--- src/rtl/draw_engine_pkg.sv ---
// Shared screen/sprite geometry, FSM state encodings and the clipping helper.
package draw_engine_pkg;

    localparam int SCREEN_W = 160;
    localparam int SCREEN_H = 120;
    localparam int SPR_W    = 16;
    localparam int SPR_H    = 16;
    localparam int COLOUR_W = 3;

    localparam logic [COLOUR_W-1:0] TRANSPARENT  = 3'b101;
    localparam logic [2:0]          SPR_ID_ENEMY = 3'b100;

    localparam logic [2:0] ST_IDLE      = 3'd0;
    localparam logic [2:0] ST_MAP_SCAN  = 3'd1;
    localparam logic [2:0] ST_LINK_SCAN = 3'd2;
    localparam logic [2:0] ST_EN_SELECT = 3'd3;
    localparam logic [2:0] ST_EN_SCAN   = 3'd4;
    localparam logic [2:0] ST_FLUSH     = 3'd5;
    localparam logic [2:0] ST_DONE      = 3'd6;
    localparam logic [2:0] ST_RELEASE   = 3'd7;

    typedef enum logic [1:0] {MODE_MAP, MODE_LINK, MODE_EN} draw_mode_e;

    // Sums are kept one bit wider than the screen coordinates so nothing wraps back on screen.
    function automatic logic on_screen(input logic [8:0] x, input logic [7:0] y);
        return (x < 9'(SCREEN_W)) && (y < 8'(SCREEN_H));
    endfunction

endpackage

--- src/rtl/draw_engine_raster_counter.sv ---
// Row-major x/y raster counter; saturates on the last pixel so the address holds after a scan.
module raster_counter #(
    parameter int W = 16,
    parameter int H = 16,
    localparam int XW = $clog2(W),
    localparam int YW = $clog2(H)
) (
    input  logic          clk,
    input  logic          reset,
    input  logic          en,
    input  logic          clr,
    output logic [XW-1:0] x,
    output logic [YW-1:0] y,
    output logic          last
);

    logic [XW-1:0] x_q, x_d;
    logic [YW-1:0] y_q, y_d;

    assign x    = x_q;
    assign y    = y_q;
    assign last = (x_q == XW'(W-1)) && (y_q == YW'(H-1));

    always_comb begin
        x_d = x_q;
        y_d = y_q;
        if (clr) begin
            x_d = '0;
            y_d = '0;
        end else if (en && !last) begin
            if (x_q == XW'(W-1)) begin
                x_d = '0;
                y_d = y_q + 1'b1;
            end else begin
                x_d = x_q + 1'b1;
            end
        end
    end

    always_ff @(posedge clk) begin
        if (reset) begin
            x_q <= '0;
            y_q <= '0;
        end else begin
            x_q <= x_d;
            y_q <= y_d;
        end
    end

endmodule

--- src/rtl/draw_engine.sv ---
// Draw-state responder: rasters map / Link / enemy sprites from ROM into the VGA adapter.
module draw_engine
    import draw_engine_pkg::*;
#(
    parameter int NUM_ENEMIES = 4
) (
    input  logic                       clock,
    input  logic                       reset,
    input  logic                       draw_map,
    input  logic                       draw_link,
    input  logic                       draw_enemies,
    input  logic [7:0]                 link_x,
    input  logic [6:0]                 link_y,
    input  logic [1:0]                 link_frame,
    input  logic [8*NUM_ENEMIES-1:0]   enemy_x,
    input  logic [7*NUM_ENEMIES-1:0]   enemy_y,
    input  logic [NUM_ENEMIES-1:0]     enemy_alive,
    output logic [14:0]                map_rom_addr,
    input  logic [COLOUR_W-1:0]        map_rom_data,
    output logic [10:0]                spr_rom_addr,
    input  logic [COLOUR_W-1:0]        spr_rom_data,
    output logic [7:0]                 vga_x,
    output logic [6:0]                 vga_y,
    output logic [COLOUR_W-1:0]        vga_colour,
    output logic                       vga_plot,
    output logic                       draw_map_done,
    output logic                       draw_link_done,
    output logic                       draw_enemies_done
);

    localparam int SLOT_W = (NUM_ENEMIES > 1) ? $clog2(NUM_ENEMIES) : 1;

    logic [2:0]                        state_q, state_d;
    draw_mode_e                        mode_q, mode_d;
    logic [SLOT_W-1:0]                 slot_q, slot_d;
    logic [7:0]                        link_x_q, link_x_d;
    logic [6:0]                        link_y_q, link_y_d;
    logic [2:0]                        spr_id_q, spr_id_d;
    logic [NUM_ENEMIES-1:0][7:0]       enemy_x_q, enemy_x_d;
    logic [NUM_ENEMIES-1:0][6:0]       enemy_y_q, enemy_y_d;
    logic [NUM_ENEMIES-1:0]            alive_q, alive_d;

    logic       map_en, map_clr, map_last, spr_en, spr_clr, spr_last;
    logic [7:0] map_x;
    logic [6:0] map_y;
    logic [3:0] spr_col, spr_row;

    logic       plot_pend_q, plot_pend_d, plot_spr_q, plot_spr_d, plot_in_q, plot_in_d;
    logic [7:0] plot_x_q, plot_x_d;
    logic [6:0] plot_y_q, plot_y_d;

    logic                scanning, req_cur;
    logic [7:0]          org_x;
    logic [6:0]          org_y;
    logic [8:0]          sum_x;
    logic [7:0]          sum_y;
    logic [COLOUR_W-1:0] pix;

    raster_counter #(.W(SCREEN_W), .H(SCREEN_H)) u_map_cnt (
        .clk(clock), .reset(reset), .en(map_en), .clr(map_clr),
        .x(map_x), .y(map_y), .last(map_last)
    );

    raster_counter #(.W(SPR_W), .H(SPR_H)) u_spr_cnt (
        .clk(clock), .reset(reset), .en(spr_en), .clr(spr_clr),
        .x(spr_col), .y(spr_row), .last(spr_last)
    );

    assign map_rom_addr = 15'(map_y) * 15'(SCREEN_W) + 15'(map_x);
    assign spr_rom_addr = {spr_id_q, spr_row, spr_col};

    assign scanning = (state_q == ST_MAP_SCAN) || (state_q == ST_LINK_SCAN) || (state_q == ST_EN_SCAN);
    assign org_x    = (mode_q == MODE_LINK) ? link_x_q : enemy_x_q[slot_q];
    assign org_y    = (mode_q == MODE_LINK) ? link_y_q : enemy_y_q[slot_q];
    assign sum_x    = {1'b0, org_x} + {5'b0, spr_col};
    assign sum_y    = {1'b0, org_y} + {4'b0, spr_row};

    always_comb begin
        case (mode_q)
            MODE_MAP:  req_cur = draw_map;
            MODE_LINK: req_cur = draw_link;
            default:   req_cur = draw_enemies;
        endcase
    end

    always_comb begin
        state_d   = state_q;
        mode_d    = mode_q;
        slot_d    = slot_q;
        link_x_d  = link_x_q;
        link_y_d  = link_y_q;
        spr_id_d  = spr_id_q;
        enemy_x_d = enemy_x_q;
        enemy_y_d = enemy_y_q;
        alive_d   = alive_q;
        map_en    = 1'b0;
        map_clr   = 1'b0;
        spr_en    = 1'b0;
        spr_clr   = 1'b0;
        case (state_q)
            ST_IDLE: begin
                if (draw_map) begin
                    mode_d  = MODE_MAP;
                    map_clr = 1'b1;
                    state_d = ST_MAP_SCAN;
                end else if (draw_link) begin
                    mode_d   = MODE_LINK;
                    link_x_d = link_x;
                    link_y_d = link_y;
                    spr_id_d = {1'b0, link_frame};
                    spr_clr  = 1'b1;
                    state_d  = ST_LINK_SCAN;
                end else if (draw_enemies) begin
                    mode_d    = MODE_EN;
                    enemy_x_d = enemy_x;
                    enemy_y_d = enemy_y;
                    alive_d   = enemy_alive;
                    spr_id_d  = SPR_ID_ENEMY;
                    slot_d    = '0;
                    state_d   = ST_EN_SELECT;
                end
            end
            ST_MAP_SCAN: begin
                map_en = 1'b1;
                if (map_last) state_d = ST_FLUSH;
            end
            ST_LINK_SCAN: begin
                spr_en = 1'b1;
                if (spr_last) state_d = ST_FLUSH;
            end
            ST_EN_SELECT: begin
                if (alive_q[slot_q]) begin
                    spr_clr = 1'b1;
                    state_d = ST_EN_SCAN;
                end else if (slot_q == SLOT_W'(NUM_ENEMIES-1)) begin
                    state_d = ST_FLUSH;
                end else begin
                    slot_d = slot_q + 1'b1;
                end
            end
            ST_EN_SCAN: begin
                spr_en = 1'b1;
                if (spr_last) begin
                    if (slot_q == SLOT_W'(NUM_ENEMIES-1)) begin
                        state_d = ST_FLUSH;
                    end else begin
                        slot_d  = slot_q + 1'b1;
                        state_d = ST_EN_SELECT;
                    end
                end
            end
            ST_FLUSH:   state_d = ST_DONE;
            ST_DONE:    state_d = ST_RELEASE;
            ST_RELEASE: if (!req_cur) state_d = ST_IDLE;
            default:    state_d = ST_IDLE;
        endcase
    end

    // One-stage plot pipeline: coordinates travel alongside the ROM read latency.
    always_comb begin
        plot_pend_d = scanning;
        plot_spr_d  = plot_spr_q;
        plot_in_d   = plot_in_q;
        plot_x_d    = plot_x_q;
        plot_y_d    = plot_y_q;
        if (state_q == ST_MAP_SCAN) begin
            plot_spr_d = 1'b0;
            plot_in_d  = 1'b1;
            plot_x_d   = map_x;
            plot_y_d   = map_y;
        end else if (scanning) begin
            plot_spr_d = 1'b1;
            plot_in_d  = on_screen(sum_x, sum_y);
            plot_x_d   = sum_x[7:0];
            plot_y_d   = sum_y[6:0];
        end
    end

    assign pix        = plot_spr_q ? spr_rom_data : map_rom_data;
    assign vga_plot   = plot_pend_q && plot_in_q && (!plot_spr_q || (pix != TRANSPARENT));
    assign vga_colour = vga_plot ? pix : '0;
    assign vga_x      = plot_x_q;
    assign vga_y      = plot_y_q;

    assign draw_map_done     = (state_q == ST_DONE) && (mode_q == MODE_MAP);
    assign draw_link_done    = (state_q == ST_DONE) && (mode_q == MODE_LINK);
    assign draw_enemies_done = (state_q == ST_DONE) && (mode_q == MODE_EN);

    always_ff @(posedge clock) begin
        if (reset) begin
            state_q     <= ST_IDLE;
            mode_q      <= MODE_MAP;
            slot_q      <= '0;
            link_x_q    <= '0;
            link_y_q    <= '0;
            spr_id_q    <= '0;
            enemy_x_q   <= '0;
            enemy_y_q   <= '0;
            alive_q     <= '0;
            plot_pend_q <= 1'b0;
            plot_spr_q  <= 1'b0;
            plot_in_q   <= 1'b0;
            plot_x_q    <= '0;
            plot_y_q    <= '0;
        end else begin
            state_q     <= state_d;
            mode_q      <= mode_d;
            slot_q      <= slot_d;
            link_x_q    <= link_x_d;
            link_y_q    <= link_y_d;
            spr_id_q    <= spr_id_d;
            enemy_x_q   <= enemy_x_d;
            enemy_y_q   <= enemy_y_d;
            alive_q     <= alive_d;
            plot_pend_q <= plot_pend_d;
            plot_spr_q  <= plot_spr_d;
            plot_in_q   <= plot_in_d;
            plot_x_q    <= plot_x_d;
            plot_y_q    <= plot_y_d;
        end
    end

endmodule

--- config.mk ---
export PLATFORM = sky130hd
export DESIGN_NAME = draw_engine
export DESIGN_NICKNAME = d
export VERILOG_FILES = /design/src/rtl/draw_engine_pkg.sv /design/src/rtl/draw_engine_raster_counter.sv /design/src/rtl/draw_engine.sv
export SDC_FILE = /design/constraint.sdc
export NUM_CORES = 1
export LEC_CHECK = 0
export CAP_MARGIN = 25
export CORE_UTILIZATION = 52
export CTS_CLUSTER_DIAMETER = 80
export DETAILED_ROUTE_END_ITERATION = 10
export PLACE_DENSITY = 0.84
export SLEW_MARGIN = 20
export SYNTH_ARGS = -nofsm -noshare
export SYNTH_HDL_FRONTEND = slang
export SYNTH_SLANG_ARGS = --single-unit
--- constraint.sdc ---
create_clock -name clock -period 4.5 [get_ports clock]
set_input_delay 0.45 -clock clock [delete_from_list [all_inputs] [get_ports clock]]
set_output_delay 0.45 -clock clock [all_outputs]
set_load 0.01 [all_outputs]
### Signal wires by layer, run 1

The bar under the picture is 20 um long.
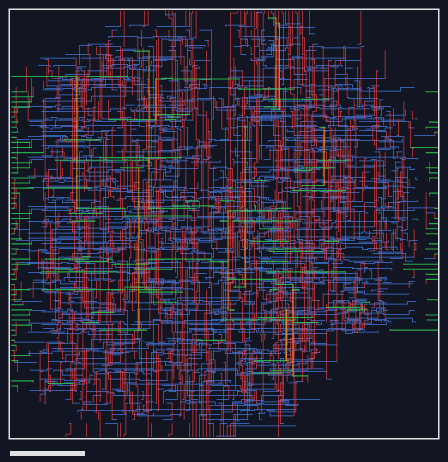
Key: green = met3 [wire length 986 um]; blue = met1 [wire length 7370 um]; orange = met4 [wire length 301 um]; red = met2 [wire length 7900 um]

### I/O nets highlighted, run 1

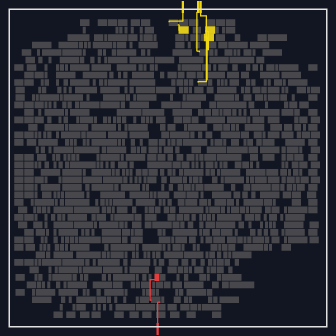
Key: yellow = `map_rom_data` [direction input, end cells 3, buffers 3, wire 83.7 um]; red = `draw_map_done` [direction output, end cells 1, buffers 1, wire 19.0 um]

==> impl_metrics.tcl, run 1 <==
# implementation run metrics
set metrics [dict create \
    dp_hpwl_um 11810 \
    max-vdd-ir-drop_uv 192.3 \
    nNetsFinal 1041 \
    fin_worst_hold_slack_ns 0.4528 \
    tool_warnings 26 \
    syn2layout_area_growth_pct 30.28 \
    period_minus_slack_ns 3.614 \
    r2r_cells 12 \
    outcome "finished, final reports clean" \
    synth-adder-area-share_pct 6.136 \
    cts_buffer_depth 2 \
    aoi_share_pct 15.04 \
    comb_power_mw 0.790 \
    place_area_mm2 0.008038 \
    use_met1_pct 34.73 \
    top_layer_used "met4" \
    hold_viol 0 \
    grt_busiest_layer "met2" \
    tritoncts "done" \
    design_area_mm2 0.008607 \
    fmax_mhz 276.7 \
    async_flop_share_pct 0 \
    regMostFlops "enemy_x_q" \
    synthTopCellsByArea "dfxtp_1, nand2_1, a21oi_1" \
    logic_gates 608 \
    pre_cts_ws_ns 1.118 \
    enable_flop_cells 0 \
    met3_usage_pct 5.188 \
    yosys.stat.seqShare_pct 39.39 \
    syn_area_mm2 0.006606 \
    rsz0062_at_grt "no" \
    inverters_excl_clock 15 \
    required_ns 4.05 \
    ys_warn_count 0 \
    cp-start-kind "flop" \
    wire_per_inst_um 15.07 \
    portBuffers 139 \
    largest_register_ffs 32 \
    setup_viol 0 \
]
### Clock wiring as the flow saved it, run 1

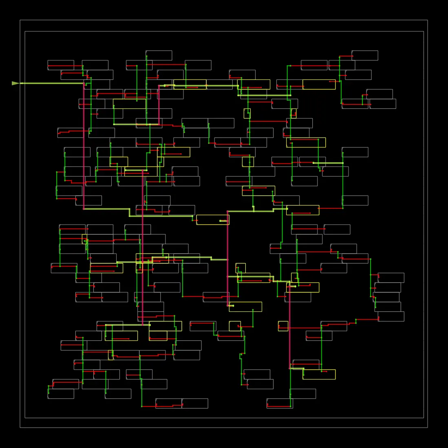
CTS buffer count: 17
Power Clock: 1.28 mW
Late-Pin Clk Latency: 0.42 ns

### Sizing map, run 1

The bar under the picture is 20 um long.
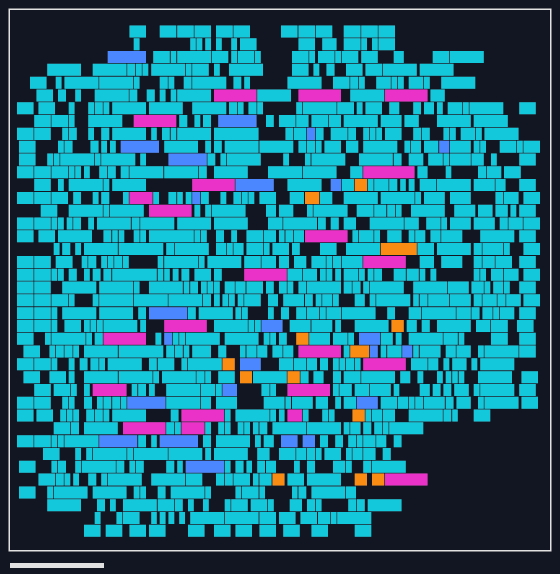

## Run 2: what changed since run 1
clock period = 3.71 ns   (was 4.5 ns; I/O delays follow)
### Sizing map, run 2

The bar under the picture is 20 um long.
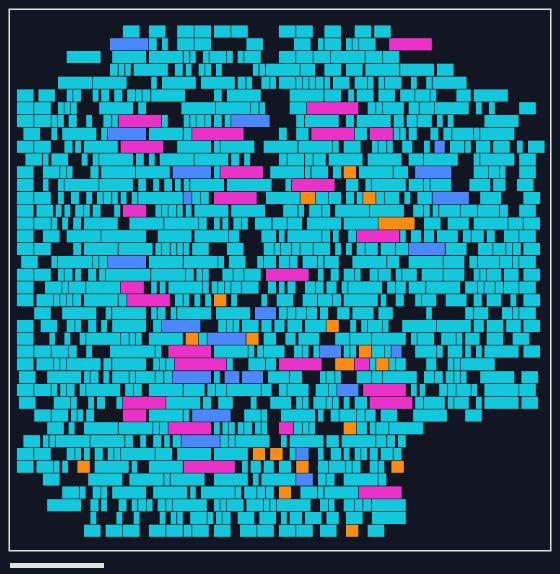
Key: cyan = drive 1 or less [cells 867]; blue = drive 2 [cells 23]; orange = drive 3 to 4 [cells 19]; magenta = drive 6 and up [cells 27]

==> impl_metrics.tcl, run 2 <==
# implementation run metrics
set metrics [dict create \
    enable_flop_cells 0 \
    syn2layout_area_growth_pct 32.20 \
    p_clk_mw 1.83 \
    synth-adder-area-share_pct 6.136 \
    design_area_mm2 0.008733 \
    period_minus_slack_ns 3.450 \
    aoi_share_pct 15.04 \
    regMostFlops "enemy_x_q" \
    comb_power_mw 0.996 \
    fin_worst_hold_slack_ns 0.3412 \
    ys_area_mm2 0.006606 \
    setup_viol 0 \
    grt_busiest_layer "met2" \
    required_ns 3.34 \
    dp_hpwl_um 12220 \
    hold_start "reset" \
    worstSkewPairLatency_ns 0.42 \
    met3_usage_pct 5.982 \
    synthTopCellsByArea "dfxtp_1, nand2_1, a21oi_1" \
    yosys.stat.seqShare_pct 39.39 \
    cts_buffers 17 \
    ctsHtreeMaxLevel 4 \
    async_flop_share_pct 0 \
    cts_buffer_depth 2 \
    top_layer_used "met4" \
    pre_cts_ws_ns 0.5868 \
    rsz0062_at_grt "no" \
    logic_gates 608 \
    ys_warn_count 0 \
    outcome "finished, final reports clean" \
    place_area_mm2 0.008075 \
    r2r_cells 11 \
    synthSimpleGateAreaFrac_pct 22.63 \
    largest_register_ffs 32 \
    hold_viol 0 \
    tritoncts "done" \
    tool_warnings 27 \
    inverters_excl_clock 15 \
    max-vdd-ir-drop_uv 238.2 \
    cp-start-kind "flop" \
    wire_per_inst_um 15.70 \
]
### Signal wires by layer, run 2

The bar under the picture is 20 um long.
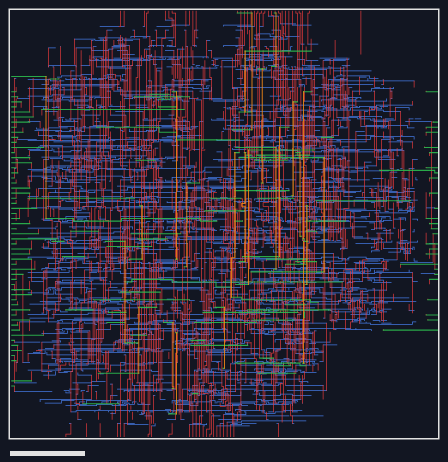
Key: orange = met4 [wire length 658 um]; red = met2 [wire length 8190 um]; green = met3 [wire length 1120 um]; blue = met1 [wire length 7370 um]

### I/O nets highlighted, run 2

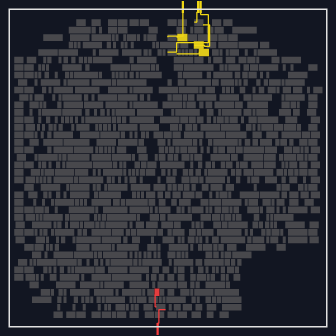

## Run 3: what changed since run 2
CORE_UTILIZATION = 64   (was 52)
DONT_BUFFER_PORTS = 1   (was unset)
PLACE_DENSITY = 0.83   (was 0.84)
### I/O nets highlighted, run 3

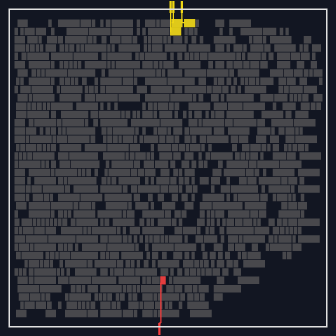
Key: red = `draw_map_done` [direction output, end cells 1, buffers 0, wire 14.2 um]; yellow = `map_rom_data` [direction input, end cells 3, buffers 0, wire 16.2 um]

==> impl_metrics.tcl, run 3 <==
# implementation run metrics
set metrics [dict create \
    ys_warn_count 0 \
    logic_gates 608 \
    ios 140 \
    synthTopCellsByArea "dfxtp_1, nand2_1, a21oi_1" \
    hold_start "enemy_x[14]" \
    period_minus_slack_ns 3.312 \
    place_area_mm2 0.006618 \
    cts_buffers 17 \
    grt_busiest_layer "met2" \
    tritoncts "done" \
    synthSimpleGateAreaFrac_pct 22.63 \
    ctsHtreeMaxLevel 4 \
    aoi_share_pct 15.04 \
    outcome "finished, final reports clean" \
    r2r_cells 12 \
    tool_warnings 28 \
    inverters_excl_clock 15 \
    syn2layout_area_growth_pct 18.86 \
    reg_top3 "enemy_x_q (32), enemy_y_q (28)" \
    num_rows 36 \
    holdBufCountCts 62 \
    regMostFlops "enemy_x_q" \
    fin_worst_hold_slack_ns 0.006861 \
    wl_um 18630 \
    enable_flop_cells 0 \
    cp-start-kind "flop" \
    yosysTopAreaCellShare_pct 39.39 \
    max-vdd-ir-drop_uv 383.3 \
    largest_register_ffs 32 \
    cts_buffer_depth 2 \
    dp_hpwl_um 11700 \
    die_area_mm2 0.01073 \
    design_area_mm2 0.007853 \
    required_ns 3.34 \
    setup_viol 0 \
    ys_area_mm2 0.006606 \
    seq_area_mm2 0.002603 \
    hold_viol 0 \
    pre_cts_ws_ns 0.4913 \
    async_flop_share_pct 0 \
    seq_cells 130 \
    rsz0062_at_grt "no" \
    worstSkewPairLatency_ns 0.53 \
    yosys.stat.seqShare_pct 39.39 \
    top_layer_used "met4" \
    comb_power_mw 0.874 \
    p_clk_mw 1.47 \
]
### Sizing map, run 3

The bar under the picture is 20 um long.
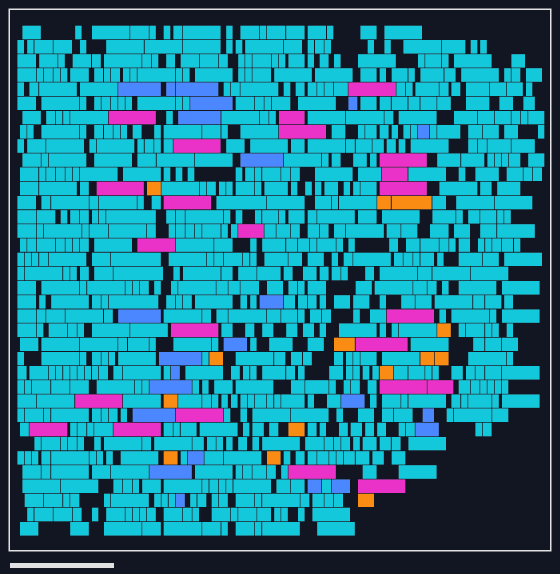
Key: cyan = drive 1 or less [cells 799]; orange = drive 3 to 4 [cells 14]; blue = drive 2 [cells 23]; magenta = drive 6 and up [cells 23]

Power is estimated from default activity; no workload was simulated.
